$ cat src/rtl/gesture_match_sched.sv
// Window capture and template replay sequencer for the similarity datapath.
// Streams WIN_LEN*NUM_TMPL vector/template beats, then returns the winning id.
module gesture_match_sched #(
  parameter int VEC_W    = 8,
  parameter int WIN_LEN  = 16,
  parameter int NUM_TMPL = 26,
  parameter int TIMEOUT  = 64
) (
  input  logic             i_clk,
  input  logic             i_rst,
  input  logic             i_vec_valid,
  input  logic [VEC_W-1:0] i_vec_x,
  input  logic [VEC_W-1:0] i_vec_y,
  output logic             o_vec_ready,
  output logic [8:0]       o_lib_addr,
  input  logic [VEC_W-1:0] i_lib_x,
  input  logic [VEC_W-1:0] i_lib_y,
  output logic             o_sim_valid,
  output logic [8:0]       o_sim_index,
  output logic [VEC_W-1:0] o_sim_vec_x,
  output logic [VEC_W-1:0] o_sim_vec_y,
  output logic [VEC_W-1:0] o_sim_lib_x,
  output logic [VEC_W-1:0] o_sim_lib_y,
  input  logic             i_sim_done,
  input  logic [4:0]       i_sim_id,
  output logic             o_gest_valid,
  output logic [4:0]       o_gest_id,
  input  logic             i_gest_ready,
  output logic             o_err
);

  localparam int BEATS = WIN_LEN * NUM_TMPL;
  localparam int WA    = $clog2(WIN_LEN);
  localparam int FW    = WA + 1;
  localparam int TW    = $clog2(TIMEOUT) + 1;

  typedef enum logic [2:0] {
    S_IDLE,
    S_FILL,
    S_ISSUE,
    S_WAIT,
    S_HOLD
  } state_t;

  state_t state, state_d;

  logic [VEC_W-1:0] win_x [WIN_LEN];
  logic [VEC_W-1:0] win_y [WIN_LEN];

  logic [FW-1:0]    fill_cnt, fill_d;
  logic [8:0]       beat_cnt, beat_d;
  logic [TW-1:0]    tmo_cnt, tmo_d;

  logic             vr_d;
  logic             sv_d;
  logic [8:0]       si_d;
  logic [VEC_W-1:0] sx_d, sy_d;
  logic             gv_d;
  logic [4:0]       gid_d;
  logic             err_d;

  logic             accept;
  logic             drop;
  logic             last_fill;
  logic             last_beat;
  logic             tmo_hit;
  logic [WA-1:0]    widx;

  assign accept    = i_vec_valid && o_vec_ready;
  assign drop      = i_vec_valid &&
                     (state == S_ISSUE ||
                      state == S_WAIT  ||
                      state == S_HOLD);
  assign last_fill = fill_cnt == FW'(WIN_LEN - 1);
  assign last_beat = beat_cnt == 9'(BEATS - 1);
  assign tmo_hit   = tmo_cnt == TW'(TIMEOUT - 1);
  assign widx      = (state == S_FILL) ?
                     fill_cnt[WA-1:0] : '0;

  // ROM data arrives one cycle after the address, aligned with the beat
  assign o_sim_lib_x = o_sim_valid ? i_lib_x : '0;
  assign o_sim_lib_y = o_sim_valid ? i_lib_y : '0;
  assign o_lib_addr  = beat_cnt;

  always_ff @(posedge i_clk or posedge i_rst) begin
    if (i_rst) state <= S_IDLE;
    else       state <= state_d;
  end

  always_comb begin
    state_d = state;
    unique case (state)
      S_IDLE:  if (accept) state_d = S_FILL;
      S_FILL:  if (accept && last_fill) state_d = S_ISSUE;
      S_ISSUE: if (last_beat) state_d = S_WAIT;
      S_WAIT:  if (i_sim_done || tmo_hit) state_d = S_HOLD;
      S_HOLD:  if (i_gest_ready) state_d = S_IDLE;
      default: state_d = S_IDLE;
    endcase
  end

  always_comb begin
    fill_d = '0;
    beat_d = '0;
    tmo_d  = '0;
    gv_d   = o_gest_valid;
    gid_d  = o_gest_id;
    err_d  = o_err | drop;
    sv_d   = state == S_ISSUE;
    si_d   = sv_d ? beat_cnt : '0;
    sx_d   = sv_d ? win_x[beat_cnt[WA-1:0]] : '0;
    sy_d   = sv_d ? win_y[beat_cnt[WA-1:0]] : '0;
    vr_d   = state_d == S_IDLE ||
             state_d == S_FILL;
    unique case (state)
      S_IDLE: begin
        if (accept) fill_d = FW'(1);
      end
      S_FILL: begin
        if (accept)
          fill_d = last_fill ? '0 : fill_cnt + FW'(1);
        else
          fill_d = fill_cnt;
      end
      S_ISSUE: begin
        beat_d = last_beat ? '0 : beat_cnt + 9'd1;
      end
      S_WAIT: begin
        if (i_sim_done) begin
          gv_d  = 1'b1;
          gid_d = i_sim_id;
        end else if (tmo_hit) begin
          gv_d  = 1'b1;
          gid_d = 5'h1F;
          err_d = 1'b1;
        end else begin
          tmo_d = tmo_cnt + TW'(1);
        end
      end
      S_HOLD: begin
        if (i_gest_ready) begin
          gv_d  = 1'b0;
          gid_d = '0;
        end
      end
      default: ;
    endcase
  end

  always_ff @(posedge i_clk or posedge i_rst) begin
    if (i_rst) begin
      fill_cnt     <= '0;
      beat_cnt     <= '0;
      tmo_cnt      <= '0;
      o_vec_ready  <= 1'b0;
      o_sim_valid  <= 1'b0;
      o_sim_index  <= '0;
      o_sim_vec_x  <= '0;
      o_sim_vec_y  <= '0;
      o_gest_valid <= 1'b0;
      o_gest_id    <= '0;
      o_err        <= 1'b0;
    end else begin
      fill_cnt     <= fill_d;
      beat_cnt     <= beat_d;
      tmo_cnt      <= tmo_d;
      o_vec_ready  <= vr_d;
      o_sim_valid  <= sv_d;
      o_sim_index  <= si_d;
      o_sim_vec_x  <= sx_d;
      o_sim_vec_y  <= sy_d;
      o_gest_valid <= gv_d;
      o_gest_id    <= gid_d;
      o_err        <= err_d;
    end
  end

  // Window storage has no reset; a new window always refills from slot 0
  always_ff @(posedge i_clk) begin
    if (accept) begin
      win_x[widx] <= i_vec_x;
      win_y[widx] <= i_vec_y;
    end
  end

endmodule

$ cat config.mk
export PLATFORM = sky130hd
export DESIGN_NAME = gesture_match_sched
export DESIGN_NICKNAME = d
export VERILOG_FILES = /design/src/rtl/gesture_match_sched.sv
export SDC_FILE = /design/constraint.sdc
export NUM_CORES = 1
export LEC_CHECK = 0
export ABC_AREA = 1
export CORE_ASPECT_RATIO = 0.5
export CORE_MARGIN = 10
export CORE_UTILIZATION = 40
export DETAILED_ROUTE_END_ITERATION = 12
export HOLD_SLACK_MARGIN = 0.03
export SYNTH_ARGS = -nofsm -noshare
export SYNTH_HDL_FRONTEND = slang
export SYNTH_SLANG_ARGS = --single-unit
$ cat constraint.sdc
create_clock -name i_clk -period 2.4 [get_ports i_clk]
set_clock_uncertainty 0.1 [all_clocks]
set_input_delay 0.24 -clock i_clk [delete_from_list [all_inputs] [get_ports i_clk]]
set_output_delay 0.24 -clock i_clk [all_outputs]
set_load 0.02 [all_outputs]
Fig. 1: pin placement
Drawn at 2 px/um. Pins as bars across the die edge, other pins in grey.
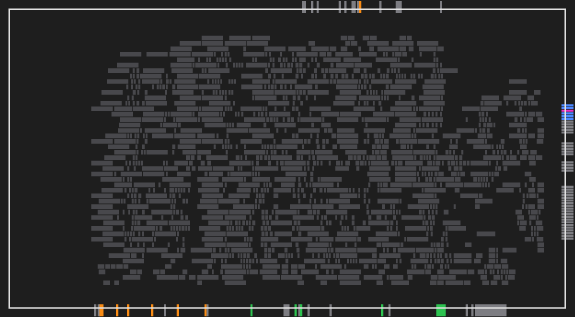
Key: magenta = o_gest_valid [pins 1, direction output, edge right]; orange = i_vec_x [pins 8, direction input, edge 7 bottom, 1 top]; blue = o_gest_id [pins 5, direction output, edge right]; green = o_lib_addr [pins 9, direction output, edge bottom]

Fig. 2: M3 wires
Drawn at 2 px/um. Cells faint in the background.
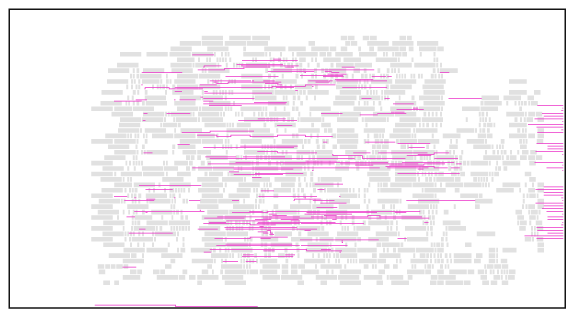
The layer holds 10% of the routed length. The wires run mostly horizontal. The longest straight run is 93.4 um.

==> impl_metrics.ini <==
; flow metrics
[outcome]
outcome = finished clean

[logic_synthesis]
edf_count = 256
top_area_share_pct = 58.1
ys_sh_adder_pct = 0.284
ys_sh_aoi_pct = 1.53
topCellsByArea = edfxtp_1 (58%), nand2_1 (12%), dfrtp_1 (11%)
simple_gate_share_pct = 21.2
ys_seq_share_pct = 69.0
synth_cells = 1271
yosysWarnings = 0
fp_nets = 1316
synth_area_mm2 = 0.0132
syn_area_per_cell_um2 = 10.4
common_cells = nand2_1 (433), edfxtp_1 (256), nand3_1 (174), inv_1 (170), dfrtp_1 (58)

[global_routing]
grt_max_degree = 66
first_global_vias = 8955
grt_first_pass_wirelength_mm = 54.9
antenna_found_initial = 0

[power_and_ir_drop]
p_sw_mw = 3.15
internal-power_mw = 9.35
seqPwrFrac_pct = 52.0
power_frac_clock_pct = 35.8
comb_power_share_pct = 12.2
switching_share_pct = 25.2

[sta]
worst_slew_pin_slew_ps = 663
fin_crit_ps = 2330
relSlewSlack_pct = 55.7
finalCritPeriodShare_pct = 96.9
max_freq_mhz = 430
setup_ws_ps = 73.9
finalMaxSlewViolations = 0

[floorplanning]
die_x_um = 277
ios = 101
dieArea_mm2 = 0.0412

[route]
via_per_inst = 5.07
drcViolationCount = 0
wl_mm = 36.3
drtIter0Drc = 1165
vias = 9420
drt_pass1_iterations = 6

[clock_tree]
cts_tree = yes
cts.sinks = 314
cts_root_buf = clkbuf_16
htree_num_levels = 1

[place]
port_buffers = 100
post-place-ws_ps = 214
dpl-instance-area_mm2 = 0.0152
place_hpwl_mm = 23.6

[critical_path]
cp-end-kind = primary output
cp.buffers_inverters = 1
cp.required_ps = 2060
cp_slowest_cell = clkdlybuf4s50_1
cp_top_family = buffers and inverters
path_class = reg -> out
critPathLaunchType = flip-flop

[layout]
insertedDiodeCount = 0
ff_latch_area_mm2 = 0.00915
drive_above_1_share_pct = 9.46
fillerInstances = 2841
comb_area_mm2 = 0.00314
postLayoutCellArea_mm2 = 0.0161
nets = 1450

[flow_run]
tool_warnings = 27

[hold_path]
hp-class = in -> reg
Fig. 3: M2 wires
Drawn at 2 px/um. Cells faint in the background.
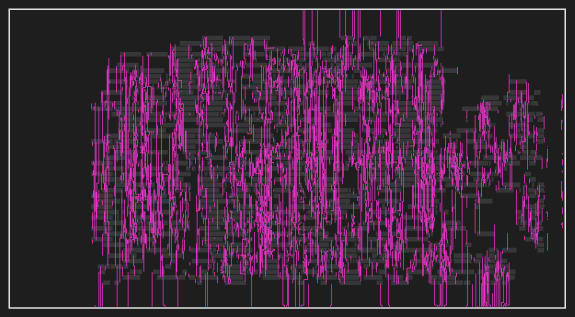
The longest straight run is 62.9 um. The wires run mostly vertical. The layer carries 15800 um of wire. 1094 nets have wire on it.

## per-layer routing
layer,wire length [um],vias to the layer above,GRT usage (%)
li1,-,4407,-
met1,16200,4549,24.3
met2,15800,418,26.3
met3,3610,46,4.17
met4,760,0,4.27
met5,0,-,0
## per-stage QoR
step	util (%)	power (mW)	hold WS, ps	instances
detailed placement	47.1	8.10	352	1804
CTS	50.1	12.6	197	1859
finish	50.1	12.5	216	1859
floorplan	-	7.26	239	1271
global route	50.1	13.0	231	1859
global placement	47.1	8.07	354	1804
## kinds of logic (layout without fill, tap and decap cells)
group,after synthesis,in the layout
flip-flops,314,314
buffers and inverters,233,389
adder cells (fa/ha/maj),3,3
XOR/XNOR,6,6
AND/OR/NAND/NOR,678,678
AND-OR/OR-AND,37,37
## cell type report
class                           count  area share, %
Clock buffer                       34           4.68
Clock inverter                     19          0.939
Inverter                          174           4.07
Multi-Input combinational cell    724           19.5
Sequential cell                   314           56.7
Tap cell                          432           3.35
Timing Repair Buffer              162           10.7
## power by group through the flow
stage / combinational (mW) / clock (mW) / sequential (mW)
2_1_floorplan: 0.618 / 0 / 6.64
3_3_place_gp: 1.47 / 0 / 6.61
3_5_place_dp: 1.49 / 0 / 6.61
4_1_cts: 1.50 / 4.55 / 6.50
5_1_grt: 1.65 / 4.80 / 6.53
6_report: 1.52 / 4.48 / 6.51
## cell usage in the layout (no fill, tap or decap), drive strengths merged, types with 3 or more instances in the layout
cell / instances
nor3: 10
dfrtp: 58
nand3: 174
nor2: 51
clkdlybuf4s50: 99
ha: 3
nand2: 437
clkinv: 14
buf: 60
inv: 175
nand4: 5
xor2: 4
o21ai: 8
a21oi: 23
clkbuf: 34
edfxtp: 256
## timing repair
item / CTS / global route
endpoints found under the setup margin: 1 / 17
hold endpoints to repair: 58 / 0
cloned: 1 / 0
resized: 1 / 2
pin swaps: 0 / 0
hold buffers: 1 / 0
## flip-flops by register name (all words and copies together), names as in the netlist
name and flops:
o_err 1, o_vec_ready 1, state 3, tmo_cnt 7
fill_cnt 5, o_gest_id 5, o_sim_valid 1, o_sim_vec_x 8
o_sim_vec_y 8, win_y 128, o_gest_valid 1, o_sim_index 9
o_lib_addr 9, win_x 128
## worst paths after layout
| kind | from | end | slack [ps] | cells after the start |
|---|---|---|---|---|
| worst max-delay path | o_lib_addr[2] | o_lib_addr[2] | 70 | 1 |
| worst min-delay path | i_sim_id[4] | o_gest_id[4] | 220 | 3 |
| worst max register to register | state[2] | win_y[9][1] | 250 | 8 |
| worst min register to register | tmo_cnt[0] | tmo_cnt[0] | 360 | 1 |
| min in group asynchronous | i_rst | o_sim_vec_x[2] | 520 | 4 |
| max in group asynchronous | i_rst | o_lib_addr[0] | 1380 | 4 |
No activity file was given, so power comes from the tool's default toggle rates.
